Fig. 1: selected gate families
The bar under the picture is 20 um long.
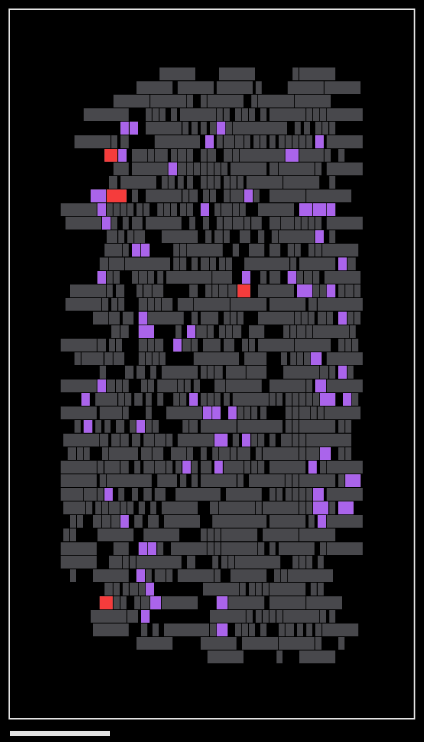
Fig. 2: clock nets
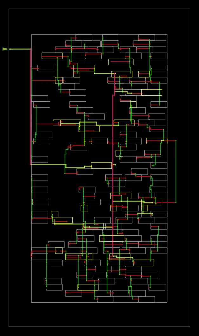
Fig. 3: sequential cells colored by netlist name
The bar under the picture is 20 um long. Other sequential cells in the stronger gray, the rest of the logic in the fainter gray.
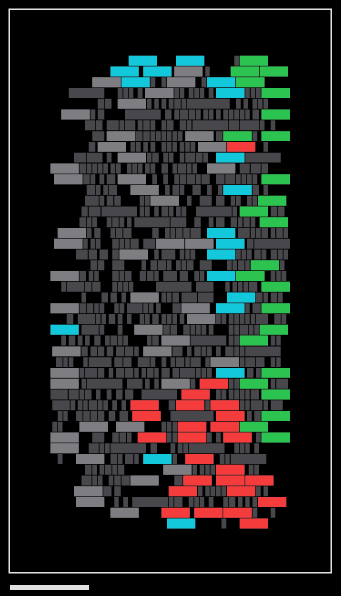
Fig. 4: signal wires by layer
Only two layers are drawn.
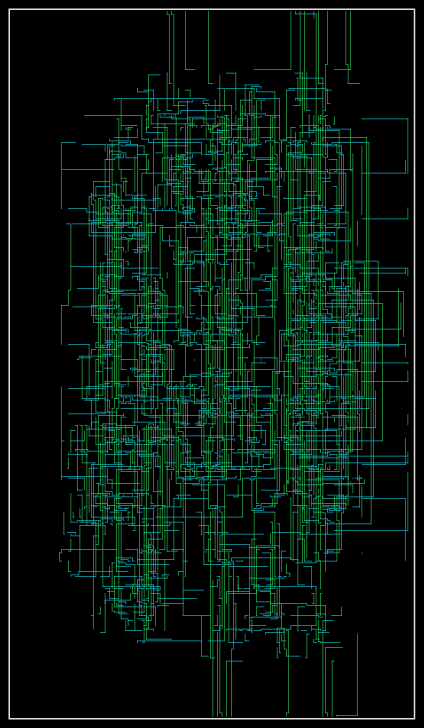
Fig. 5: pin map
Pins as bars across the die edge, other pins in gray.
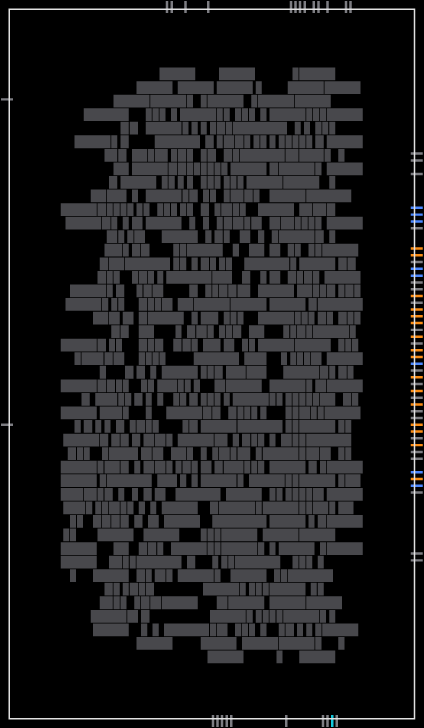
**config.mk**
```make
export PLATFORM = sky130hd
export DESIGN_NAME = rgb_scanout_flat
export DESIGN_NICKNAME = d
export VERILOG_FILES = /design/src/rtl/rgb_scanout_pkg.sv /design/src/rtl/rgb_scanout_if.sv /design/src/rtl/rgb_expand.sv /design/src/rtl/rgb_scanout.sv /design/src/flat_wrapper.sv
export SDC_FILE = /design/constraint.sdc
export NUM_CORES = 1
export LEC_CHECK = 0
export ABC_AREA = 1
export CAP_MARGIN = 10
export CORE_ASPECT_RATIO = 2
export CORE_MARGIN = 10
export CORE_UTILIZATION = 63
export DETAILED_ROUTE_END_ITERATION = 8
export DONT_BUFFER_PORTS = 1
export GPL_ROUTABILITY_DRIVEN = 0
export GPL_TIMING_DRIVEN = 0
export PLACE_DENSITY = 0.8
export SLEW_MARGIN = 15
export SYNTH_ARGS = -nofsm -noshare
export SYNTH_HDL_FRONTEND = slang
export SYNTH_SLANG_ARGS = --single-unit
```
**constraint.sdc**
```tcl
create_clock -name clk -period 2.9 [get_ports clk]
set_input_delay 0.87 -clock clk [delete_from_list [all_inputs] [get_ports clk]]
set_output_delay 0.87 -clock clk [all_outputs]
set_load 0.01 [all_outputs]
```
**src/rtl/rgb_scanout_pkg.sv**
```systemverilog
// rgb_scanout_pkg: pixel formats, colour-bar constants and pipeline tap type for rgb_scanout.
package rgb_scanout_pkg;
    typedef enum logic [1:0] {FMT_RGB565, FMT_RGB555, FMT_GRAY8, FMT_RGB332} fmt_t;
    localparam int FB_LATENCY_MIN = 1;
    localparam int FB_LATENCY_MAX = 8;
    localparam logic [23:0] WHITE = 24'hFFFFFF, YELLOW = 24'hFFFF00, CYAN = 24'h00FFFF, GREEN = 24'h00FF00;
    localparam logic [23:0] MAGENTA = 24'hFF00FF, RED = 24'hFF0000, BLUE = 24'h0000FF, BLACK = 24'h000000;
    localparam logic [7:0][23:0] BARS = {BLACK, BLUE, RED, MAGENTA, GREEN, CYAN, YELLOW, WHITE};
    typedef struct packed {
        logic de;
        logic hs;
        logic vs;
        logic fs;
        logic ls;
        logic pat;
        fmt_t fmt;
        logic [2:0] bar;
    } tap_t;
endpackage

```
**src/rtl/rgb_scanout_if.sv**
```systemverilog
// rgb_scanout_if: framebuffer read port plus parallel RGB panel pins.
interface rgb_scanout_if #(parameter int ADDR_W = 19);
    logic [ADDR_W-1:0] fb_addr;
    logic fb_rd;
    logic [15:0] pixel_data;
    logic hsync, vsync, de;
    logic [7:0] red, green, blue;
    logic frame_start, line_start;
    modport master(output fb_addr, fb_rd, hsync, vsync, de, red, green, blue, frame_start, line_start,
                   input pixel_data);
    modport slave(input fb_addr, fb_rd, hsync, vsync, de, red, green, blue, frame_start, line_start,
                  output pixel_data);
endinterface

```
**src/rtl/rgb_expand.sv**
```systemverilog
// rgb_expand: bit-replicating expansion of a 16-bit framebuffer word to RGB888.
module rgb_expand
    import rgb_scanout_pkg::*;
(
    input logic [15:0] d,
    input fmt_t fmt,
    output logic [7:0] r,
    output logic [7:0] g,
    output logic [7:0] b
);
    always_comb begin
        r = fmt == FMT_RGB565 ? {d[15:11], d[15:13]} : fmt == FMT_RGB555 ? {d[14:10], d[14:12]} :
            fmt == FMT_GRAY8 ? d[7:0] : {d[7:5], d[7:5], d[7:6]};
        g = fmt == FMT_RGB565 ? {d[10:5], d[10:9]} : fmt == FMT_RGB555 ? {d[9:5], d[9:7]} :
            fmt == FMT_GRAY8 ? d[7:0] : {d[4:2], d[4:2], d[4:3]};
        b = fmt == FMT_GRAY8 ? d[7:0] : fmt == FMT_RGB332 ? {4{d[1:0]}} : {d[4:0], d[4:2]};
    end
endmodule

```
**src/rtl/rgb_scanout.sv**
```systemverilog
// rgb_scanout: panel timing, framebuffer fetch and latency-aligned RGB/sync/de output.
// Define RGB_SCANOUT_PATTERN_EN to add the pattern_sel colour-bar source.
module rgb_scanout
    import rgb_scanout_pkg::*;
#(
    parameter int H_ACTIVE = 800,
    parameter int H_FP = 40,
    parameter int H_SYNC = 48,
    parameter int H_BP = 40,
    parameter int V_ACTIVE = 480,
    parameter int V_FP = 13,
    parameter int V_SYNC = 3,
    parameter int V_BP = 29,
    parameter int HS_POL = 0,
    parameter int VS_POL = 0,
    parameter int FB_LATENCY = 2,
    parameter int ADDR_W = 19,
    parameter int CNT_W = 12
) (
    input logic clk,
    input logic rst,
    input logic en,
    input logic [1:0] fmt,
`ifdef RGB_SCANOUT_PATTERN_EN
    input logic pattern_sel,
`endif
    rgb_scanout_if.master bus
);
    // Out-of-range latencies are pinned to the nearest legal value.
    localparam int FBL = FB_LATENCY < FB_LATENCY_MIN ? FB_LATENCY_MIN :
                         FB_LATENCY > FB_LATENCY_MAX ? FB_LATENCY_MAX : FB_LATENCY;
    localparam int L = FBL + 2;
    localparam logic [CNT_W-1:0] HA = CNT_W'(H_ACTIVE);
    localparam logic [CNT_W-1:0] HS0 = CNT_W'(H_ACTIVE + H_FP);
    localparam logic [CNT_W-1:0] HS1 = CNT_W'(H_ACTIVE + H_FP + H_SYNC);
    localparam logic [CNT_W-1:0] H_LAST = CNT_W'(H_ACTIVE + H_FP + H_SYNC + H_BP - 1);
    localparam logic [CNT_W-1:0] VA = CNT_W'(V_ACTIVE);
    localparam logic [CNT_W-1:0] VS0 = CNT_W'(V_ACTIVE + V_FP);
    localparam logic [CNT_W-1:0] VS1 = CNT_W'(V_ACTIVE + V_FP + V_SYNC);
    localparam logic [CNT_W-1:0] V_LAST = CNT_W'(V_ACTIVE + V_FP + V_SYNC + V_BP - 1);
    localparam logic [CNT_W-1:0] BAR_LAST = CNT_W'(H_ACTIVE / 8 - 1);
    localparam logic HS_ACT = HS_POL != 0;
    localparam logic VS_ACT = VS_POL != 0;

    logic [CNT_W-1:0] h_cnt, v_cnt, bar_x;
    logic [2:0] bar;
    logic [ADDR_W-1:0] addr, addr_cur;
    fmt_t fmt_q, fmt_cur;
    logic pat_q, pat_cur, origin, active, h_end;
    tap_t tap;
    tap_t sr [L];
    logic [7:0] er, eg, eb;
    logic [23:0] px, rgb;

    always_comb begin
        origin = h_cnt == '0 && v_cnt == '0;
        active = h_cnt < HA && v_cnt < VA;
        h_end = h_cnt == H_LAST;
        addr_cur = origin ? '0 : addr;
        fmt_cur = origin && en ? fmt_t'(fmt) : fmt_q;
`ifdef RGB_SCANOUT_PATTERN_EN
        pat_cur = origin && en ? pattern_sel : pat_q;
`else
        pat_cur = pat_q;
`endif
        tap = '{de: en && active, hs: en && h_cnt >= HS0 && h_cnt < HS1,
                vs: en && v_cnt >= VS0 && v_cnt < VS1, fs: en && origin,
                ls: en && h_cnt == '0 && v_cnt < VA, pat: pat_cur, fmt: fmt_cur, bar: bar};
        px = sr[FBL].pat ? BARS[sr[FBL].bar] : {er, eg, eb};
    end

    rgb_expand u_expand (.d(bus.pixel_data), .fmt(sr[FBL].fmt), .r(er), .g(eg), .b(eb));

    always_ff @(posedge clk) begin
        if (rst) begin
            h_cnt <= '0;
            v_cnt <= '0;
            bar <= '0;
            bar_x <= '0;
            addr <= '0;
            fmt_q <= FMT_RGB565;
            pat_q <= 1'b0;
            bus.fb_addr <= '0;
            bus.fb_rd <= 1'b0;
            rgb <= '0;
            for (int i = 0; i < L; i++) sr[i] <= '0;
        end else begin
            fmt_q <= fmt_cur;
            pat_q <= pat_cur;
            sr[0] <= tap;
            for (int i = 1; i < L; i++) sr[i] <= sr[i-1];
            // sr[FBL] is the tap whose fetch returns on pixel_data this cycle.
            rgb <= sr[FBL].de ? px : '0;
            if (!en) begin
                h_cnt <= '0;
                v_cnt <= '0;
                bar <= '0;
                bar_x <= '0;
                addr <= '0;
                bus.fb_addr <= '0;
                bus.fb_rd <= 1'b0;
            end else begin
                h_cnt <= h_end ? '0 : h_cnt + CNT_W'(1);
                if (h_end) v_cnt <= v_cnt == V_LAST ? '0 : v_cnt + CNT_W'(1);
                addr <= active ? addr_cur + ADDR_W'(1) : addr_cur;
                bus.fb_addr <= addr_cur;
                bus.fb_rd <= active && !pat_cur;
                if (h_end) begin
                    bar <= '0;
                    bar_x <= '0;
                end else if (bar_x == BAR_LAST && bar != 3'd7) begin
                    bar <= bar + 3'd1;
                    bar_x <= '0;
                end else begin
                    bar_x <= bar_x + CNT_W'(1);
                end
            end
        end
    end

    assign bus.hsync = sr[L-1].hs ? HS_ACT : !HS_ACT;
    assign bus.vsync = sr[L-1].vs ? VS_ACT : !VS_ACT;
    assign bus.de = sr[L-1].de;
    assign bus.frame_start = sr[L-1].fs;
    assign bus.line_start = sr[L-1].ls;
    assign {bus.red, bus.green, bus.blue} = rgb;
endmodule

```
**src/flat_wrapper.sv**
```systemverilog
// flat-port wrapper written by rule: the top's interface ports become plain ports
module rgb_scanout_flat import rgb_scanout_pkg::*;
#(
    parameter int H_ACTIVE = 800,
    parameter int H_FP = 40,
    parameter int H_SYNC = 48,
    parameter int H_BP = 40,
    parameter int V_ACTIVE = 480,
    parameter int V_FP = 13,
    parameter int V_SYNC = 3,
    parameter int V_BP = 29,
    parameter int HS_POL = 0,
    parameter int VS_POL = 0,
    parameter int FB_LATENCY = 2,
    parameter int ADDR_W = 19,
    parameter int CNT_W = 12
)
  (clk, rst, en, fmt, bus_fb_addr, bus_fb_rd, bus_hsync, bus_vsync, bus_de, bus_red, bus_green, bus_blue, bus_frame_start, bus_line_start, bus_pixel_data);
  rgb_scanout_if #(.ADDR_W(ADDR_W)) bus_i ();
  input logic clk;
  input logic rst;
  input logic en;
  input logic [1:0] fmt;
  output wire logic [$bits(bus_i.fb_addr)-1:0] bus_fb_addr;
  output wire logic [$bits(bus_i.fb_rd)-1:0] bus_fb_rd;
  output wire logic [$bits(bus_i.hsync)-1:0] bus_hsync;
  output wire logic [$bits(bus_i.vsync)-1:0] bus_vsync;
  output wire logic [$bits(bus_i.de)-1:0] bus_de;
  output wire logic [$bits(bus_i.red)-1:0] bus_red;
  output wire logic [$bits(bus_i.green)-1:0] bus_green;
  output wire logic [$bits(bus_i.blue)-1:0] bus_blue;
  output wire logic [$bits(bus_i.frame_start)-1:0] bus_frame_start;
  output wire logic [$bits(bus_i.line_start)-1:0] bus_line_start;
  input wire logic [$bits(bus_i.pixel_data)-1:0] bus_pixel_data;
  assign bus_fb_addr = bus_i.fb_addr;
  assign bus_fb_rd = bus_i.fb_rd;
  assign bus_hsync = bus_i.hsync;
  assign bus_vsync = bus_i.vsync;
  assign bus_de = bus_i.de;
  assign bus_red = bus_i.red;
  assign bus_green = bus_i.green;
  assign bus_blue = bus_i.blue;
  assign bus_frame_start = bus_i.frame_start;
  assign bus_line_start = bus_i.line_start;
  assign bus_i.pixel_data = bus_pixel_data;
  rgb_scanout #(.H_ACTIVE(H_ACTIVE), .H_FP(H_FP), .H_SYNC(H_SYNC), .H_BP(H_BP), .V_ACTIVE(V_ACTIVE), .V_FP(V_FP), .V_SYNC(V_SYNC), .V_BP(V_BP), .HS_POL(HS_POL), .VS_POL(VS_POL), .FB_LATENCY(FB_LATENCY), .ADDR_W(ADDR_W), .CNT_W(CNT_W)) u_core (.clk(clk), .rst(rst), .en(en), .fmt(fmt), .bus(bus_i));
endmodule
```
==> run summary <==
Outcome = completed
Capturing point of the worst reg2reg path = u_core.addr[18]
Fmax = 0.393 GHz
Rows = 44
First-pass GRT wire length = 19900 um
Synth top cell by count = nand2_1
Met2 wire len = 6960 um
Tool warnings = 29
Met1 WL = 3950 um
Tapcells = 92
Combinational gate count = 403
Synth warnings = 0
Cell Area, Synth = 4690 sq um
Cells after Synth = 638
Final slew viol count = 0
Initial DRC Count = 283
Init Core Util = 64.5%
Synth top area share = 48.2%
CP Max Fanout = 13
Biggest register = u_core.sr
Worst setup path endpoint = u_core.addr[18]
Final net count = 683
Total gr overflow = 0
Drc violations = 0
Fin crit period = 2540 ps
Worst reg2reg setup slack = 360 ps
Largest regs = u_core.sr x25, u_core.rgb x24
Min-Delay Startpoint = u_core.sr[1][7]
Worst path most repeated cell = nand2_1
Comb group = 0.128 mW
Yosys Instances = 638
Max_slew headroom = 54.1%
Top sig layer = met4
Signal buffers share of area = 1.02%
Simple share = 31.1%
Deepest clock path buffer count = 2
GR Util met1 = 18.3%
Total internal power = 2.90 mW
CP startpoint kind = flop
Vias in the first global route = 4374
CP top delay family = simple AND/OR/NAND/NOR gates
Inverters excl. clock = 109
Sequential share of power = 42.0%
Pin count of the biggest net entering global routing = 17
Cell Area, Placed = 4810 sq um
Sink Count = 113
MI comb area = 1960 sq um
WP data required = 3180 ps
Comb pwr share = 3.4%
Top area cell types = dfxtp_1 48%, nand2_1 9.1%, nor2_1 8.8%, inv_1 8.0%, nand3_1 3.5%
Largest area contributor in the netlist = dfxtp_1
Sequential area share after synthesis = 48.2%
Critical Path, Cell by Cell = inv_1 > ha_1 > nand2_1 > nor2_1 > nand2_1 > nor2_1 > nand2_4 > nand2_1 > inv_1 > ha_1 > nand4_1 > nand3b_2 > nor2_2 > nand2_1 > nor2_1 > nand3_1 > nand2_1 > nor2_1
Top Layout Cells = 114 x nand2_1, 113 x dfxtp_1, 110 x nor2_1
CTS clock-pin slew for the worst setup and hold paths = 60 ps
YS chip area = 4690 sq um
Area grow syn2layout = 15.0%
Cell Type Count = 40
Resized Gates After CTS = 0
Boundary Pins = 70
About Fig. 1:
legend:
  purple:
    family: inverting AOI/OAI gates
    cells: 64
    most_used: a21oi_1
  red:
    family: AND-OR and OR-AND gates
    cells: 4
    most_used: o21a_1
Finished Layout Cells: 761
most frequent logic cell in the layout: nand2_1
Comb area share: 36.3%

About Fig. 2:
Clock Buffer Count: 18
Clock Skew: 7.99 ps
CTS buffer count: 17
Late-Pin Clk Latency: 410 ps

About Fig. 3:
legend:
  cyan:
    netlist_name: `u_core.bus.fb_addr`
    sequential_cells: 19
  red:
    netlist_name: `u_core.sr`
    sequential_cells: 25
  green:
    netlist_name: `u_core.rgb`
    sequential_cells: 24
Core Util, Final: 74.3%
Sequential Power: 1.58 mW
Seq/total area: 41.9%
storage element area: 2260 sq um

About Fig. 4:
legend:
  green:
    layer: metal 2
    wire_length: 6960 um
  cyan:
    layer: metal 1
    wire_length: 3950 um
Routed WL per cell: 16.4 um
Total GRT Usage: 22.3%
vias post-DR: 4244
routed wire length: 12500 um

About Fig. 5:
legend:
  cyan:
    port: `bus_line_start`
    pins: 1
    direction: output
    edge: bottom
  blue:
    port: `bus_blue`
    pins: 8
    direction: output
    edge: right
  orange:
    port: `bus_pixel_data`
    pins: 16
    direction: input
    edge: right
all pins by edge: 45 right, 13 top, 10 bottom, 2 left
chip width: 81.0 um
Vert. Die Dim: 142 um
PortBufs: 0

No activity file was given, so power comes from the tool's default toggle rates.
